File: config.mk
export PLATFORM = sky130hd
export DESIGN_NAME = window_writeback_flat
export DESIGN_NICKNAME = d
export VERILOG_FILES = /design/src/rtl/window_writeback_if.sv /design/src/rtl/window_writeback.sv /design/src/flat_wrapper.sv
export SDC_FILE = /design/constraint.sdc
export NUM_CORES = 1
export LEC_CHECK = 0
export CORE_ASPECT_RATIO = 0.9
export CORE_MARGIN = 4
export CORE_UTILIZATION = 44
export CTS_CLUSTER_SIZE = 25
export DETAILED_ROUTE_END_ITERATION = 8
export PLACE_DENSITY_LB_ADDON = 0.2
export SYNTH_ARGS = -nofsm -noshare
export SYNTH_HDL_FRONTEND = slang
export SYNTH_SLANG_ARGS = --single-unit
File: constraint.sdc
create_clock -name clk -period 2.9 [get_ports clk]
set_input_delay 0.58 -clock clk [delete_from_list [all_inputs] [get_ports clk]]
set_output_delay 0.58 -clock clk [all_outputs]
set_load 0.1 [all_outputs]
File: src/rtl/window_writeback_if.sv
// Write port from the block writeback toward the activation buffer:
// a single valid/ready word-write channel.
interface window_writeback_if #(
  parameter int ADDR_W = 16
);
  logic              wr_en;
  logic [ADDR_W-1:0] wr_addr;
  logic [31:0]       wr_data;
  logic              wr_ready;

  modport master (
    output wr_en,
    output wr_addr,
    output wr_data,
    input  wr_ready
  );

  modport slave (
    input  wr_en,
    input  wr_addr,
    input  wr_data,
    output wr_ready
  );
endinterface

File: src/rtl/window_writeback.sv
// Gathers a 4x4 int8 result block row by row, then writes it to the activation
// buffer as four packed 32-bit words in row order 0..3.
module window_writeback #(
  parameter int ADDR_W = 16
) (
  input  logic                clk,
  input  logic                reset,
  input  logic                start,
  input  logic [ADDR_W-1:0]   base_addr,
  input  logic [ADDR_W-1:0]   row_stride,
  input  logic signed [7:0]   C0 [0:3],
  input  logic signed [7:0]   C1 [0:3],
  input  logic signed [7:0]   C2 [0:3],
  input  logic signed [7:0]   C3 [0:3],
  input  logic                valid_C0,
  input  logic                valid_C1,
  input  logic                valid_C2,
  input  logic                valid_C3,
  window_writeback_if.master  wr,
  output logic                busy,
  output logic                done,
  output logic                overflow
);

  typedef enum logic [1:0] {
    ST_IDLE    = 2'd0,
    ST_COLLECT = 2'd1,
    ST_WRITE   = 2'd2,
    ST_DONE    = 2'd3
  } state_t;

  // Element 0 sits in the most significant byte of the packed word.
  typedef logic [0:3][7:0] row_t;

  function automatic logic [31:0] pack_row(input row_t row);
    return {row[0], row[1], row[2], row[3]};
  endfunction

  state_t            state_r;
  logic [3:0]        mask_r;
  logic [1:0]        row_idx_r;
  logic [ADDR_W-1:0] base_r;
  logic [ADDR_W-1:0] stride_r;
  row_t              buf_r       [0:3];

  logic [3:0]        valid_s;
  logic [3:0]        capture_s;
  logic [3:0]        mask_next_s;
  logic              accept_start_s;
  row_t              row_in_s    [0:3];
  row_t              buf_next_s  [0:3];

  // Row capture: buffer contents and mask as they will be after this edge.
  always_comb begin
    valid_s = {valid_C3, valid_C2, valid_C1, valid_C0};
    for (int e = 0; e < 4; e++) begin
      row_in_s[0][e] = C0[e];
      row_in_s[1][e] = C1[e];
      row_in_s[2][e] = C2[e];
      row_in_s[3][e] = C3[e];
    end
    accept_start_s = start && (state_r != ST_WRITE);
    capture_s      = ((state_r == ST_COLLECT) && !start) ? valid_s : 4'b0000;
    mask_next_s    = mask_r | capture_s;
    for (int r = 0; r < 4; r++) begin
      buf_next_s[r] = capture_s[r] ? row_in_s[r] : buf_r[r];
    end
  end

  // Control FSM with all write-port and status outputs registered.
  always_ff @(posedge clk) begin
    if (reset) begin
      state_r     <= ST_IDLE;
      mask_r      <= 4'b0000;
      row_idx_r   <= 2'd0;
      base_r      <= {ADDR_W{1'b0}};
      stride_r    <= {ADDR_W{1'b0}};
      for (int r = 0; r < 4; r++) begin
        buf_r[r] <= 32'h0000_0000;
      end
      wr.wr_en    <= 1'b0;
      wr.wr_addr  <= {ADDR_W{1'b0}};
      wr.wr_data  <= 32'h0000_0000;
      busy        <= 1'b0;
      done        <= 1'b0;
      overflow    <= 1'b0;
    end else begin
      buf_r <= buf_next_s;
      done  <= 1'b0;
      if (accept_start_s) begin
        // Restart from IDLE, COLLECT or DONE; pulses on this edge are dropped.
        state_r  <= ST_COLLECT;
        base_r   <= base_addr;
        stride_r <= row_stride;
        mask_r   <= 4'b0000;
        overflow <= 1'b0;
        busy     <= 1'b1;
      end else begin
        case (state_r)
          ST_IDLE: begin
            if (|valid_s) begin
              overflow <= 1'b1;
            end
          end
          ST_COLLECT: begin
            mask_r <= mask_next_s;
            if (mask_next_s == 4'b1111) begin
              state_r    <= ST_WRITE;
              row_idx_r  <= 2'd0;
              wr.wr_en   <= 1'b1;
              wr.wr_addr <= base_r;
              wr.wr_data <= pack_row(buf_next_s[0]);
            end
          end
          ST_WRITE: begin
            if (|valid_s) begin
              overflow <= 1'b1;
            end
            if (wr.wr_ready) begin
              if (row_idx_r == 2'd3) begin
                state_r  <= ST_DONE;
                wr.wr_en <= 1'b0;
                busy     <= 1'b0;
                done     <= 1'b1;
              end else begin
                // Running address accumulator; wraps modulo 2^ADDR_W.
                row_idx_r  <= row_idx_r + 2'd1;
                wr.wr_addr <= wr.wr_addr + stride_r;
                wr.wr_data <= pack_row(buf_r[row_idx_r + 2'd1]);
              end
            end
          end
          ST_DONE: begin
            state_r <= ST_IDLE;
            if (|valid_s) begin
              overflow <= 1'b1;
            end
          end
          default: begin
            state_r  <= ST_IDLE;
            wr.wr_en <= 1'b0;
            busy     <= 1'b0;
          end
        endcase
      end
    end
  end

endmodule

File: src/flat_wrapper.sv
// flat-port wrapper written by rule: the top's interface ports become plain ports
module window_writeback_flat 
#(
  parameter int ADDR_W = 16
)
  (clk, reset, start, base_addr, row_stride, C0, C1, C2, C3, valid_C0, valid_C1, valid_C2, valid_C3, busy, done, overflow, wr_wr_en, wr_wr_addr, wr_wr_data, wr_wr_ready);
  window_writeback_if #(.ADDR_W(ADDR_W)) wr_i ();
  input  logic clk;
  input  logic reset;
  input  logic start;
  input  logic [ADDR_W-1:0] base_addr;
  input  logic [ADDR_W-1:0] row_stride;
  input  logic signed [7:0] C0[0:3];
  input  logic signed [7:0] C1[0:3];
  input  logic signed [7:0] C2[0:3];
  input  logic signed [7:0] C3[0:3];
  input  logic valid_C0;
  input  logic valid_C1;
  input  logic valid_C2;
  input  logic valid_C3;
  output logic busy;
  output logic done;
  output logic overflow;
  output wire logic [$bits(wr_i.wr_en)-1:0] wr_wr_en;
  output wire logic [$bits(wr_i.wr_addr)-1:0] wr_wr_addr;
  output wire logic [$bits(wr_i.wr_data)-1:0] wr_wr_data;
  input wire logic [$bits(wr_i.wr_ready)-1:0] wr_wr_ready;
  assign wr_wr_en = wr_i.wr_en;
  assign wr_wr_addr = wr_i.wr_addr;
  assign wr_wr_data = wr_i.wr_data;
  assign wr_i.wr_ready = wr_wr_ready;
  window_writeback #(.ADDR_W(ADDR_W)) u_core (.clk(clk), .reset(reset), .start(start), .base_addr(base_addr), .row_stride(row_stride), .C0(C0), .C1(C1), .C2(C2), .C3(C3), .valid_C0(valid_C0), .valid_C1(valid_C1), .valid_C2(valid_C2), .valid_C3(valid_C3), .wr(wr_i), .busy(busy), .done(done), .overflow(overflow));
endmodule
==> flow_summary.toml, run 1 <==
# yosys + openroad results
[status]
status = "completed"

[setup_path]
crit_path_cell_trace = "ha_1 > fa_1 > a21o_1 > a221oi_1 > buf_4 > o221ai_1 > a41oi_1 > xor2_1 > o21ai_0"
crit_fanout = 3
cp.arrival_ps = 3040
cp_top_family = "AND-OR/OR-AND gates"
crit_start = "u_core.wr.wr_addr[0]"
r2r_slack_ps = 230
worst_r2r_endpoint = "u_core.wr.wr_addr[12]"
cp-start-kind = "register"
path_buffers = 1
timing.rr.start = "u_core.wr.wr_addr[0]"
critPathCapture = "u_core.wr.wr_addr[12]"
critPathMaxStageDelay_ps = 430
crit_slowest_cell = "fa_1"

[cts]
postCtsResizedCells = 0
cts_hold_buf = 0
clockBufferDepth = 3
root_buffer = "clkbuf_16"
clk_pin_slew_ps = 60
cts_tree = "built"

[synthesis]
syn_area_per_cell_um2 = 8.49
synthDominantAreaCellType = "dfxtp_1"
syn_nets = 1316
synth.distinct_cells = 50
yosysTopAreaCellShare_pct = 45.9
synth-edff-count = 0
area_leaders = "dfxtp_1 46%, nand2_1 13%, a21oi_1 9.2%"
synth_seq_share_pct = 45.9
yosys_register_bits = 220
yosysCellCount = 1131
synth-async-reset-ratio_pct = 0
syn_area_mm2 = 0.00960
syn_inst = 1131
post-synth-top-count-cell = "nand2_1"
yosys-top-cells-count = "344 x nand2_1, 220 x dfxtp_1, 177 x a21oi_1, 69 x clkbuf_1, 63 x nor2_1"
yosys_warnings = 0

[global_routing]
grt_util_all_layers_pct = 22.6
first_global_vias = 8292
top_usage_layer = "met2"
overflow = 0
gr-usage-met2_pct = 35.4
grtUsageMet1_pct = 32.5
grt_util_met3_pct = 4.57
grt_max_degree = 110

[placement]
port_buffers = 219
placed_cells = 1574
hpwl_um = 19200

[timing]
finalHoldViolations = 0
min_period_ps = 2670
setup_viol = 0
hold_ws_ps = 453
rsz0062_at_grt = "false"
worst_slack_ps = 231
timing.setup.tns_ps = 0
fin_crit_sh_pct = 92.0
worst_pin_slew_ps = 905
slew_headroom_pct = 39.7

[floorplanning]
die_x_um = 164
fp-row-count = 50
boundaryPins = 220
dieHeight_um = 148
fp_util_pct = 45.4
tap_cells = 286
core_area_mm2 = 0.0211

[layout]
layout.nonclk_buf_share_pct = 18.3
comb_area_share_pct = 38.2
lay_top_cells = "344 x nand2_1, 218 x dfxtp_1, 177 x a21oi_1"
nNonClkInverters = 4
drive_gt1_share_pct = 12.4
seq_share_pct = 34.5
seq_area_mm2 = 0.00441
comb_area_mm2 = 0.00487
postLayoutCellArea_mm2 = 0.0128
lay_top_count = "nand2_1"
top_area_cell_class = "multi-input combinational cells"
n_antenna_cell = 0
n_fill_cell = 1891
syn2layout_area_growth_pct = 32.9

[run]
cap_viol_max_count = 0
tool_warnings = 30

[hold_path]
min_path_cells = 2
hold_path.class = "register to register"

[routing]
wl_met2_um = 12600
routedWlPerCell_um = 17.6
topRoutingLayerUsed = "met5"
ant_nets = 0
via_per_inst = 5.36
initialDrtViolationCount = 548
firstDrtPassIters = 5

[pwr]
ir_drop_v = 0.000445
power.density_mw_per_mm2 = 526
==> run 1: flip-flops by register name (all words and copies together), names as in the netlist, 2 cells and up <==
register,flops
u_core.base_r,16
u_core.buf_r,128
u_core.mask_r,4
u_core.row_idx_r,2
u_core.state_r,2
u_core.stride_r,16
u_core.wr.wr_addr,16
u_core.wr.wr_data,32
==> run 1: cells by family (layout without fill, tap and decap cells) <==
group           after synthesis  in the layout  share of synthesized area (%)
flops                       220            220                           45.9
buf+inv                      93            290                           4.12
simple gates                455            455                           19.2
compound gates              266            266                           16.2
fa+ha+maj                    17             17                           2.29
xor+xnor                     12             12                           1.09
mux                          68             68                           11.3
==> run 1: power breakdown <==
part,total (µW),switching (µW),leakage [µW],internal [µW]
Clock,2980,1180,0.000385,1800
Combinational,588,269,0.00259,319
Sequential,3140,42.5,0.00179,3100
**Run 1: met3 routing**

The bar under the picture is 50 µm long.
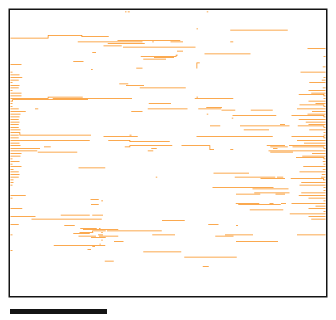
170 nets have wire on it. The longest straight run is 40.7 µm. The layer carries 2170 µm of wire. The wires run mostly horizontal.

**Run 1: M2 wires**

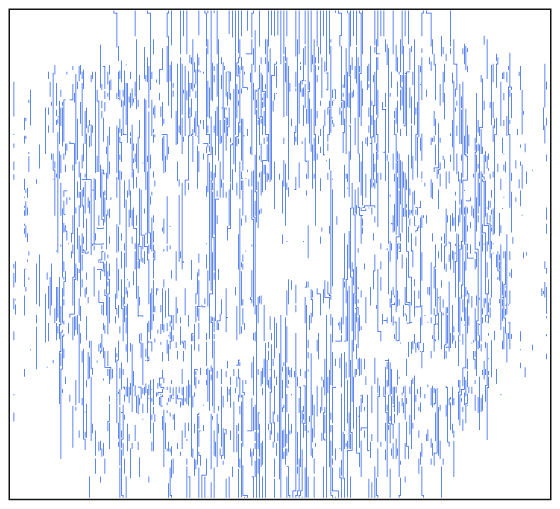
The wires run mostly vertical. The longest straight run is 58.3 µm. 1199 nets have wire on it. The layer carries 12600 µm of wire. The layer holds 44% of the routed length.

**Run 1: M1 wires**

The bar under the picture is 50 µm long.
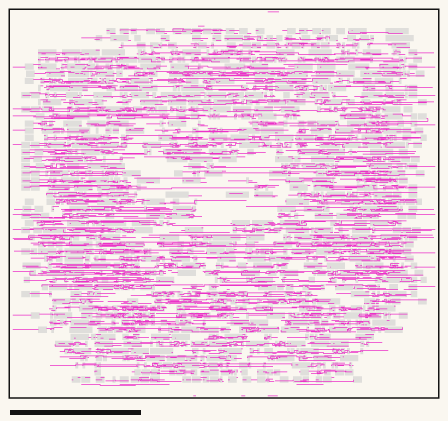
The longest straight run is 75.4 µm. The wires run mostly horizontal. The layer carries 13100 µm of wire. The layer holds 46% of the routed length. 1362 nets have wire on it.

**Run 1: clock nets**

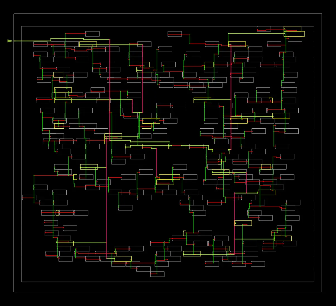
clk_lat worst skew: 500 ps
CTS sink count: 220
Clock Skew: 13.9 ps
clk_buf instances: 33

**Run 1: metal 4**

The bar under the picture is 50 µm long.
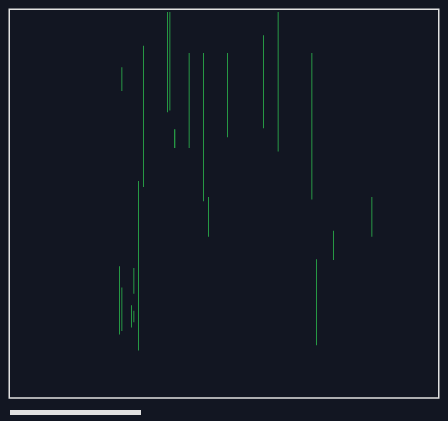

--- run 2 (diff from run 1) ---
--- a/config.mk
+++ b/config.mk
@@ -10,7 +10,8 @@
 export CORE_UTILIZATION = 44
 export CTS_CLUSTER_SIZE = 25
 export DETAILED_ROUTE_END_ITERATION = 8
-export PLACE_DENSITY_LB_ADDON = 0.2
+export PLACE_DENSITY = 0.72
+export SLEW_MARGIN = 30
 export SYNTH_ARGS = -nofsm -noshare
 export SYNTH_HDL_FRONTEND = slang
 export SYNTH_SLANG_ARGS = --single-unit
**Run 2: metal 4**

The bar under the picture is 50 µm long.
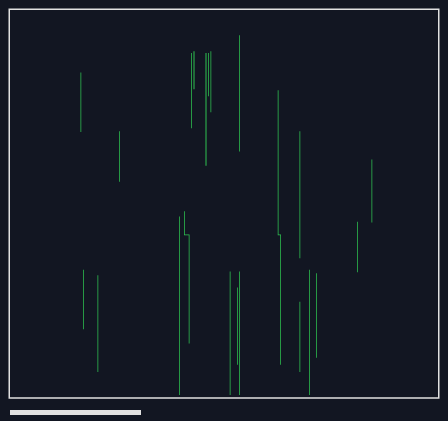
The layer holds 2.8% of the routed length. The longest straight run is 68.0 µm. 17 nets have wire on it. The wires run mostly vertical. The layer carries 816 µm of wire.

**Run 2: M1 wires**

The bar under the picture is 50 µm long.
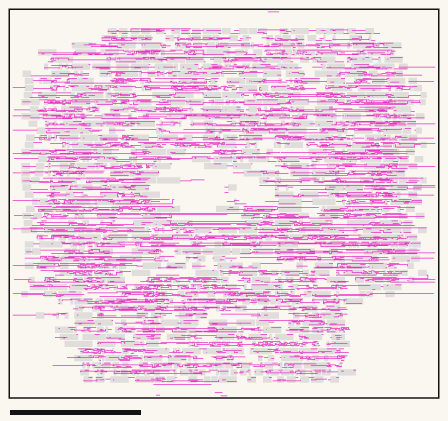
The layer holds 45% of the routed length. The layer carries 13000 µm of wire. The longest straight run is 67.2 µm. The wires run mostly horizontal. 1374 nets have wire on it.

==> flow_summary.toml, run 2 <==
# yosys + openroad results
[cts]
cts-htree-levels = 1
root_buffer = "clkbuf_16"
clock_latency_ps = 510
cts_buffers = 24
clockBufferDepth = 3
clkSinkCount = 220
cts_tree = "built"
cts_hold_buf = 0
postCtsResizedCells = 0
clk_pin_slew_ps = 60

[synthesis]
yosys-top-cells-count = "344 x nand2_1, 220 x dfxtp_1, 177 x a21oi_1, 69 x clkbuf_1, 63 x nor2_1"
ys_area_mm2 = 0.00960
post-synth-top-count-cell = "nand2_1"
syn_inst = 1131
yosys_warnings = 0
synth.distinct_cells = 50
synth-async-reset-ratio_pct = 0
yosysTopAreaCellShare_pct = 45.9
syn_area_per_cell_um2 = 8.49
synthDominantAreaCellType = "dfxtp_1"
syn_nets = 1316
yosysCellCount = 1131
synth-edff-count = 0
syn_area_mm2 = 0.00960
area_leaders = "dfxtp_1 46%, nand2_1 13%, a21oi_1 9.2%"
yosys_register_bits = 220
synth_seq_share_pct = 45.9

[setup_path]
crit_path_end_kind = "register"
cp-start-kind = "register"
worstRegToRegCells = 8
r2r_slack_ps = 270
critPathCapture = "u_core.wr.wr_addr[14]"
crit_path_cell_trace = "ha_1 > fa_1 > a21o_1 > a221oi_1 > o21ai_0 > a311oi_1 > xor2_1 > a21oi_1"
worst_r2r_endpoint = "u_core.wr.wr_addr[14]"
crit_slowest_cell = "fa_1"
cp.arrival_ps = 3030
cp_top_family = "AND-OR/OR-AND gates"
crit_start = "u_core.wr.wr_addr[0]"
critPathKind = "register to register"
path_buffers = 0
critPathMaxStageDelay_ps = 440
crit_fanout = 3
timing.rr.start = "u_core.wr.wr_addr[0]"

[status]
status = "completed"

[routing]
drc = 0
via_per_inst = 5.40
routed_wirelength_um = 28900
routedWlPerCell_um = 17.8
topRoutingLayerUsed = "met4"
wl_met2_um = 13100
ant_nets = 0
initialDrtViolationCount = 628
firstDrtPassIters = 6

[timing]
slew_headroom_pct = 53.6
hold_ws_ps = 380
max_freq_mhz = 380
rsz0062_at_grt = "false"
worst_pin_slew_ps = 695
finalHoldViolations = 0
clock_skew_ps = 8.26
fin_crit_sh_pct = 90.8
setup_viol = 0
worst_slack_ps = 265
timing.setup.tns_ps = 0
min_period_ps = 2630

[run]
cap_viol_max_count = 0
tool_warnings = 28

[hold_path]
hold_path.class = "primary input to register"
min_path_cells = 2

[pwr]
p_comb_uw = 590
power_clock_uw = 3140
p_seq_uw = 3140
p_int_uw = 5330
leakagePower_uw = 0.00480
p_clk_share_pct = 45.7
power.density_mw_per_mm2 = 534
power_leader = "registers"
ir_drop_v = 0.000438
p_sw_uw = 1540
p_seq_share_pct = 45.8
combPwrFrac_pct = 8.6
swShare_pct = 22.5

[layout]
largest_reg_flops = 128
lay_top_cells = "344 x nand2_1, 218 x dfxtp_1, 177 x a21oi_1"
seq_area_mm2 = 0.00441
drive_gt1_share_pct = 12.7
n_fill_cell = 1892
nets = 1499
comb_area_mm2 = 0.00487
syn2layout_area_growth_pct = 34.0
postLayoutCellArea_mm2 = 0.0129
lay_top_count = "nand2_1"
top_register = "u_core.buf_r"
top_regs = "u_core.buf_r: 128 flops, u_core.wr.wr_data: 32 flops"

[floorplanning]
core_area_mm2 = 0.0211
die_x_um = 164
boundaryPins = 220
fp_util_pct = 45.4
fp-row-count = 50
dieHeight_um = 148

[global_routing]
grt_util_all_layers_pct = 23.2
grt_util_met3_pct = 4.02
overflow = 0
grt_max_degree = 131
grtUsageMet1_pct = 32.2
gr-usage-met2_pct = 37.1
top_usage_layer = "met2"
first_global_vias = 8775

[placement]
hpwl_um = 19300
placed_cells = 1574
port_buffers = 219
## run 2: cells by family (layout without fill, tap and decap cells)
| kind of cell | after synthesis | in the layout | share of synthesized area (%) |
|---|---|---|---|
| adder cells (fa/ha/maj) | 17 | 17 | 2.29 |
| flip-flops | 220 | 220 | 45.9 |
| buffers and inverters | 93 | 294 | 4.12 |
| multiplexers | 68 | 68 | 11.3 |
| AND/OR/NAND/NOR | 455 | 455 | 19.2 |
| other | 0 | 3 | 0 |
| AND-OR/OR-AND | 266 | 266 | 16.2 |
| XOR/XNOR | 12 | 12 | 1.09 |
## run 2: final cells by class
cell class	instances	share of cell area [%]
clock inverters	10	0.827
flip-flops and latches	220	34.3
well taps	286	2.78
inverters	4	0.117
multi-input cells	818	37.9
diodes	3	0.0583
clock buffers	34	5.59
repair buffers	246	18.5
No activity file was given, so power comes from the tool's default toggle rates.
